## config.mk

```make
export PLATFORM = sky130hd
export DESIGN_NAME = wgt_pingpong_rf_flat
export DESIGN_NICKNAME = d
export VERILOG_FILES = /design/src/rtl/wgt_rf_pkg.sv /design/src/rtl/wgt_pingpong_rf_if.sv /design/src/rtl/wgt_rf_bank.sv /design/src/rtl/wgt_pingpong_rf.sv /design/src/flat_wrapper.sv
export SDC_FILE = /design/constraint.sdc
export NUM_CORES = 1
export LEC_CHECK = 0
export CAP_MARGIN = 20
export CORE_MARGIN = 10
export CORE_UTILIZATION = 55
export DETAILED_ROUTE_END_ITERATION = 8
export GPL_TIMING_DRIVEN = 0
export PLACE_DENSITY = 0.73
export SLEW_MARGIN = 40
export SYNTH_ARGS = -nofsm -noshare
export SYNTH_HDL_FRONTEND = slang
export SYNTH_HIERARCHICAL = 1
export SYNTH_SLANG_ARGS = --single-unit
```

## constraint.sdc

```tcl
create_clock -name clk -period 4.26 [get_ports clk]
set_input_delay 0.426 -clock clk [delete_from_list [all_inputs] [get_ports clk]]
set_output_delay 0.426 -clock clk [all_outputs]
set_load 0.01 [all_outputs]
```

## src/rtl/wgt_rf_pkg.sv

```systemverilog
// Shared defaults and helpers for the ping-pong weight RF.
// Provides width derivation and kernel-length clamping.
package wgt_rf_pkg;

  localparam int WGT_DATA_WIDTH  = 8;
  localparam int WGT_BUFFER_SIZE = 27;

  // Smallest width whose range exceeds n (so n itself fits).
  function automatic int len_w(input int n);
    return $clog2(n + 1);
  endfunction

  // Length 0 means a single weight; anything past the bank depth
  // is limited to the bank depth.
  function automatic int clamp_len(input int len, input int max_len);
    if (len < 1) return 1;
    if (len > max_len) return max_len;
    return len;
  endfunction

endpackage

```

## src/rtl/wgt_pingpong_rf_if.sv

```systemverilog
// Load / rotate / swap bundle of the ping-pong weight RF.
// master drives load, shift and swap requests; slave is the RF.
interface wgt_pingpong_rf_if
  import wgt_rf_pkg::*;
#(
  parameter int DATA_WIDTH = WGT_DATA_WIDTH,
  parameter int LEN_W      = len_w(WGT_BUFFER_SIZE)
);

  logic [LEN_W-1:0]      cfg_len;
  logic                  wgt_in_valid;
  logic                  wgt_in_ready;
  logic [DATA_WIDTH-1:0] wgt_in_data;
  logic                  wgt_RF_shift_en;
  logic                  swap_req;
  logic                  swap_ack;
  logic                  shadow_full;
  logic [DATA_WIDTH-1:0] data_out;
  logic                  data_out_valid;
  logic                  pass_done;

  modport master (
    output cfg_len, wgt_in_valid, wgt_in_data,
    output wgt_RF_shift_en, swap_req,
    input  wgt_in_ready, swap_ack, shadow_full,
    input  data_out, data_out_valid, pass_done
  );

  modport slave (
    input  cfg_len, wgt_in_valid, wgt_in_data,
    input  wgt_RF_shift_en, swap_req,
    output wgt_in_ready, swap_ack, shadow_full,
    output data_out, data_out_valid, pass_done
  );

endinterface

```

## src/rtl/wgt_rf_bank.sv

```systemverilog
// One weight bank: DEPTH x DATA_WIDTH registers, no reset.
// Ports: i_we/i_waddr/i_wdata write, i_raddr/o_rdata async read.
module wgt_rf_bank
  import wgt_rf_pkg::*;
#(
  parameter int DATA_WIDTH = WGT_DATA_WIDTH,
  parameter int DEPTH      = WGT_BUFFER_SIZE,
  parameter int AW         = len_w(WGT_BUFFER_SIZE)
) (
  input  logic                  clk,
  input  logic                  i_we,
  input  logic [AW-1:0]         i_waddr,
  input  logic [DATA_WIDTH-1:0] i_wdata,
  input  logic [AW-1:0]         i_raddr,
  output logic [DATA_WIDTH-1:0] o_rdata
);

  logic [DATA_WIDTH-1:0] r_mem [DEPTH];

  always_ff @(posedge clk) begin
    if (i_we) r_mem[i_waddr] <= i_wdata;
  end

  assign o_rdata = r_mem[i_raddr];

endmodule

```

## src/rtl/wgt_pingpong_rf.sv

```systemverilog
// Double-buffered weight RF: shadow bank loads while active rotates.
// Ports: clk, rst_n (sync, low) and the slave side of the RF bundle.
module wgt_pingpong_rf
  import wgt_rf_pkg::*;
#(
  parameter int DATA_WIDTH  = WGT_DATA_WIDTH,
  parameter int BUFFER_SIZE = WGT_BUFFER_SIZE,
  parameter int LEN_W       = len_w(WGT_BUFFER_SIZE)
) (
  input logic              clk,
  input logic              rst_n,
  wgt_pingpong_rf_if.slave bus
);

  logic                  r_bank_sel;
  logic [LEN_W-1:0]      r_rd_ptr;
  logic [LEN_W-1:0]      r_wr_ptr;
  logic [LEN_W-1:0]      r_active_len;
  logic [LEN_W-1:0]      r_shadow_len;
  logic                  r_shadow_full;
  logic                  r_valid;
  logic                  r_pass_done;

  logic                  w_ready;
  logic                  w_load;
  logic                  w_first;
  logic                  w_last;
  logic                  w_shift;
  logic                  w_wrap;
  logic                  w_boundary;
  logic                  w_swap;
  logic [LEN_W-1:0]      w_cfg_len;
  logic [LEN_W-1:0]      w_load_len;
  logic [DATA_WIDTH-1:0] w_rdata0;
  logic [DATA_WIDTH-1:0] w_rdata1;

  assign w_ready = !r_shadow_full;
  assign w_load  = bus.wgt_in_valid && w_ready;
  assign w_first = (r_wr_ptr == '0);

  assign w_cfg_len =
    LEN_W'(clamp_len(int'(bus.cfg_len), BUFFER_SIZE));

  // Length is only taken from cfg_len on the first beat.
  assign w_load_len = w_first ? w_cfg_len : r_shadow_len;
  assign w_last = (r_wr_ptr == w_load_len - LEN_W'(1));

  assign w_shift = bus.wgt_RF_shift_en && r_valid;
  assign w_wrap  = w_shift &&
                   (r_rd_ptr == r_active_len - LEN_W'(1));

  assign w_boundary = (r_rd_ptr == '0) || w_wrap;

  // First kernel promotes itself; later ones wait for a
  // requested pass boundary.
  assign w_swap = rst_n && r_shadow_full &&
                  (!r_valid || (bus.swap_req && w_boundary));

  always_ff @(posedge clk) begin
    if (!rst_n) begin
      r_bank_sel    <= 1'b0;
      r_rd_ptr      <= '0;
      r_wr_ptr      <= '0;
      r_active_len  <= LEN_W'(1);
      r_shadow_len  <= LEN_W'(1);
      r_shadow_full <= 1'b0;
      r_valid       <= 1'b0;
      r_pass_done   <= 1'b0;
    end else begin
      r_pass_done <= w_wrap;
      // A swap overrides the wrap: new bank starts at 0.
      if (w_swap) begin
        r_bank_sel    <= ~r_bank_sel;
        r_active_len  <= r_shadow_len;
        r_rd_ptr      <= '0;
        r_shadow_full <= 1'b0;
        r_valid       <= 1'b1;
      end else if (w_shift) begin
        r_rd_ptr <= w_wrap ? '0 : r_rd_ptr + LEN_W'(1);
      end
      // Load and swap are exclusive: one needs full, one !full.
      if (w_load) begin
        if (w_first) r_shadow_len <= w_cfg_len;
        if (w_last) begin
          r_wr_ptr      <= '0;
          r_shadow_full <= 1'b1;
        end else begin
          r_wr_ptr <= r_wr_ptr + LEN_W'(1);
        end
      end
    end
  end

  wgt_rf_bank #(
    .DATA_WIDTH(DATA_WIDTH),
    .DEPTH     (BUFFER_SIZE),
    .AW        (LEN_W)
  ) u_bank0 (
    .clk    (clk),
    .i_we   (w_load && r_bank_sel),
    .i_waddr(r_wr_ptr),
    .i_wdata(bus.wgt_in_data),
    .i_raddr(r_rd_ptr),
    .o_rdata(w_rdata0)
  );

  wgt_rf_bank #(
    .DATA_WIDTH(DATA_WIDTH),
    .DEPTH     (BUFFER_SIZE),
    .AW        (LEN_W)
  ) u_bank1 (
    .clk    (clk),
    .i_we   (w_load && !r_bank_sel),
    .i_waddr(r_wr_ptr),
    .i_wdata(bus.wgt_in_data),
    .i_raddr(r_rd_ptr),
    .o_rdata(w_rdata1)
  );

  assign bus.wgt_in_ready   = w_ready;
  assign bus.swap_ack       = w_swap;
  assign bus.shadow_full    = r_shadow_full;
  assign bus.data_out_valid = r_valid;
  assign bus.pass_done      = r_pass_done;
  assign bus.data_out       = !r_valid  ? '0 :
                              r_bank_sel ? w_rdata1 : w_rdata0;

endmodule

```

## src/flat_wrapper.sv

```systemverilog
// flat-port wrapper written by rule: the top's interface ports become plain ports
module wgt_pingpong_rf_flat import wgt_rf_pkg::*;
#(
  parameter int DATA_WIDTH  = WGT_DATA_WIDTH,
  parameter int BUFFER_SIZE = WGT_BUFFER_SIZE,
  parameter int LEN_W       = len_w(WGT_BUFFER_SIZE)
)
  (clk, rst_n, bus_cfg_len, bus_wgt_in_valid, bus_wgt_in_data, bus_wgt_RF_shift_en, bus_swap_req, bus_wgt_in_ready, bus_swap_ack, bus_shadow_full, bus_data_out, bus_data_out_valid, bus_pass_done);
  wgt_pingpong_rf_if #(.DATA_WIDTH(DATA_WIDTH), .LEN_W(LEN_W)) bus_i ();
  input logic clk;
  input logic rst_n;
  input wire logic [$bits(bus_i.cfg_len)-1:0] bus_cfg_len;
  input wire logic [$bits(bus_i.wgt_in_valid)-1:0] bus_wgt_in_valid;
  input wire logic [$bits(bus_i.wgt_in_data)-1:0] bus_wgt_in_data;
  input wire logic [$bits(bus_i.wgt_RF_shift_en)-1:0] bus_wgt_RF_shift_en;
  input wire logic [$bits(bus_i.swap_req)-1:0] bus_swap_req;
  output wire logic [$bits(bus_i.wgt_in_ready)-1:0] bus_wgt_in_ready;
  output wire logic [$bits(bus_i.swap_ack)-1:0] bus_swap_ack;
  output wire logic [$bits(bus_i.shadow_full)-1:0] bus_shadow_full;
  output wire logic [$bits(bus_i.data_out)-1:0] bus_data_out;
  output wire logic [$bits(bus_i.data_out_valid)-1:0] bus_data_out_valid;
  output wire logic [$bits(bus_i.pass_done)-1:0] bus_pass_done;
  assign bus_i.cfg_len = bus_cfg_len;
  assign bus_i.wgt_in_valid = bus_wgt_in_valid;
  assign bus_i.wgt_in_data = bus_wgt_in_data;
  assign bus_i.wgt_RF_shift_en = bus_wgt_RF_shift_en;
  assign bus_i.swap_req = bus_swap_req;
  assign bus_wgt_in_ready = bus_i.wgt_in_ready;
  assign bus_swap_ack = bus_i.swap_ack;
  assign bus_shadow_full = bus_i.shadow_full;
  assign bus_data_out = bus_i.data_out;
  assign bus_data_out_valid = bus_i.data_out_valid;
  assign bus_pass_done = bus_i.pass_done;
  wgt_pingpong_rf #(.DATA_WIDTH(DATA_WIDTH), .BUFFER_SIZE(BUFFER_SIZE), .LEN_W(LEN_W)) u_core (.clk(clk), .rst_n(rst_n), .bus(bus_i));
endmodule
```

### Routing congestion map

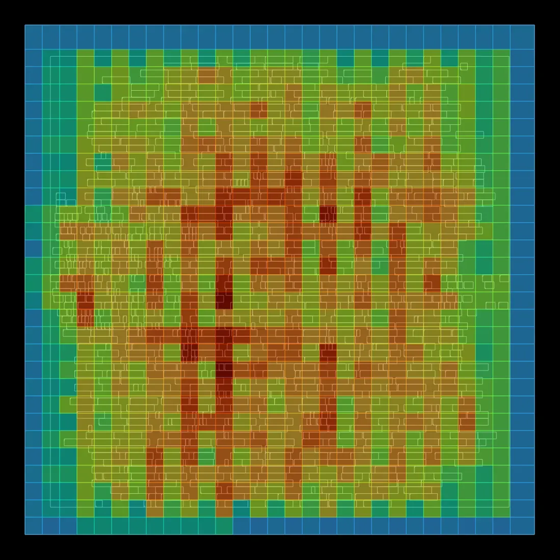
met2 routing resource usage after global routing: 0.2914
global-route layer with the greatest usage: met2
total global-route track usage: 0.1861
final core area utilization: 0.6345
routed wire length per instance: 26.29 µm

==> notes.md <==
The full implementation flow was run.

The die extent in x stands at 202.9 µm. The run reported a max-capacitance violation count of 0. The worst register-to-register path depth is 5. The most critical setup path has its startpoint at u_core/r_rd_ptr[2]. The actual slew at the worst max-slew pin stands at 0.8535 ns. The worst path in the final design needs a cycle of 4.160 ns, including I/O delays and setup. The number of buffers inserted for hold repair after clock tree synthesis stands at 0. The final routed wirelength across all metal layers stands at 38.27 mm. The total leakage power stands at 6.340 nW. The data required time at the worst endpoint stands at about 3.8 ns. The number of antenna violations at the first check in global routing was 1. Measured against its own limit, the worst slew margin works out to 0.4289.

The post-detailed-route via-to-cell ratio stands at 6.229. For reference, the mux area share after synthesis is 0.1840. The met1 demand-to-capacity share in global routing stands at 0.2649. Port buffering added 30 buffers. The critical path runs through a total of 8 cells.

For this run, the top clock speed supported by timing is 240.4 MHz. Broken down by cell family, the worst path's largest delay share belongs to multiplexers. The detailed-placement wirelength estimate stands at 23.91 mm.

The layout report lists the combined flip-flop and latch area as 13460 µm². The total congestion overflow stands at 0. The worst setup path is captured at a primary output.

The area of the die stands at between 40000 and 50000 µm². The biggest slice of the area belongs to registers. The number of antenna repair diodes stands at 0.

The maximum ir drop on the vdd rail stands at 0.3015 mV. The run finished with clean final reports.
### Wire density map

Drawn at 2 px/µm. The die is cut into 20 by 20 equal tiles; white is low, dark blue is high, scaled to the fullest tile. Values are wire area over tile area, all layers added.
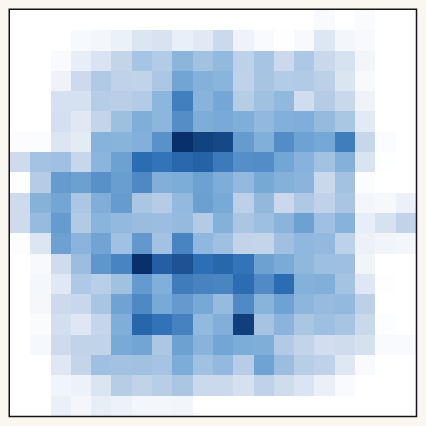
fullest tile	0.53
densest ninth of the die	middle
mean over tiles	0.15
tiles over half the peak	17%

==> report_power, final <==
group	total, mW	internal (mW)	switching (mW)	leakage [nW]
sequential	4.97	4.94	0.0328	4.08
clock	3.95	2.35	1.59	0.732
combinational	0.462	0.195	0.266	1.52
==> per-stage QoR <==
| step | setup TNS [ns] | setup WS (ns) | std cells | power, mW | instance area [µm²] |
|---|---|---|---|---|---|
| after CTS | 0 | 0.02403 | 1456 | 9.439 | 20760 |
| after detailed placement | -0.02741 | -0.02596 | 1373 | 5.531 | 19270 |
| after global routing | 0 | 0.002840 | 1456 | 9.658 | 20800 |
| final | 0 | 0.1003 | 1456 | 9.382 | 20800 |
| after floorplan | 0 | 1.501 | 899 | 5.335 | 18390 |
| after global placement | -0.01723 | -0.01723 | 1371 | 5.526 | 19250 |
No activity file was given, so power comes from the tool's default toggle rates.
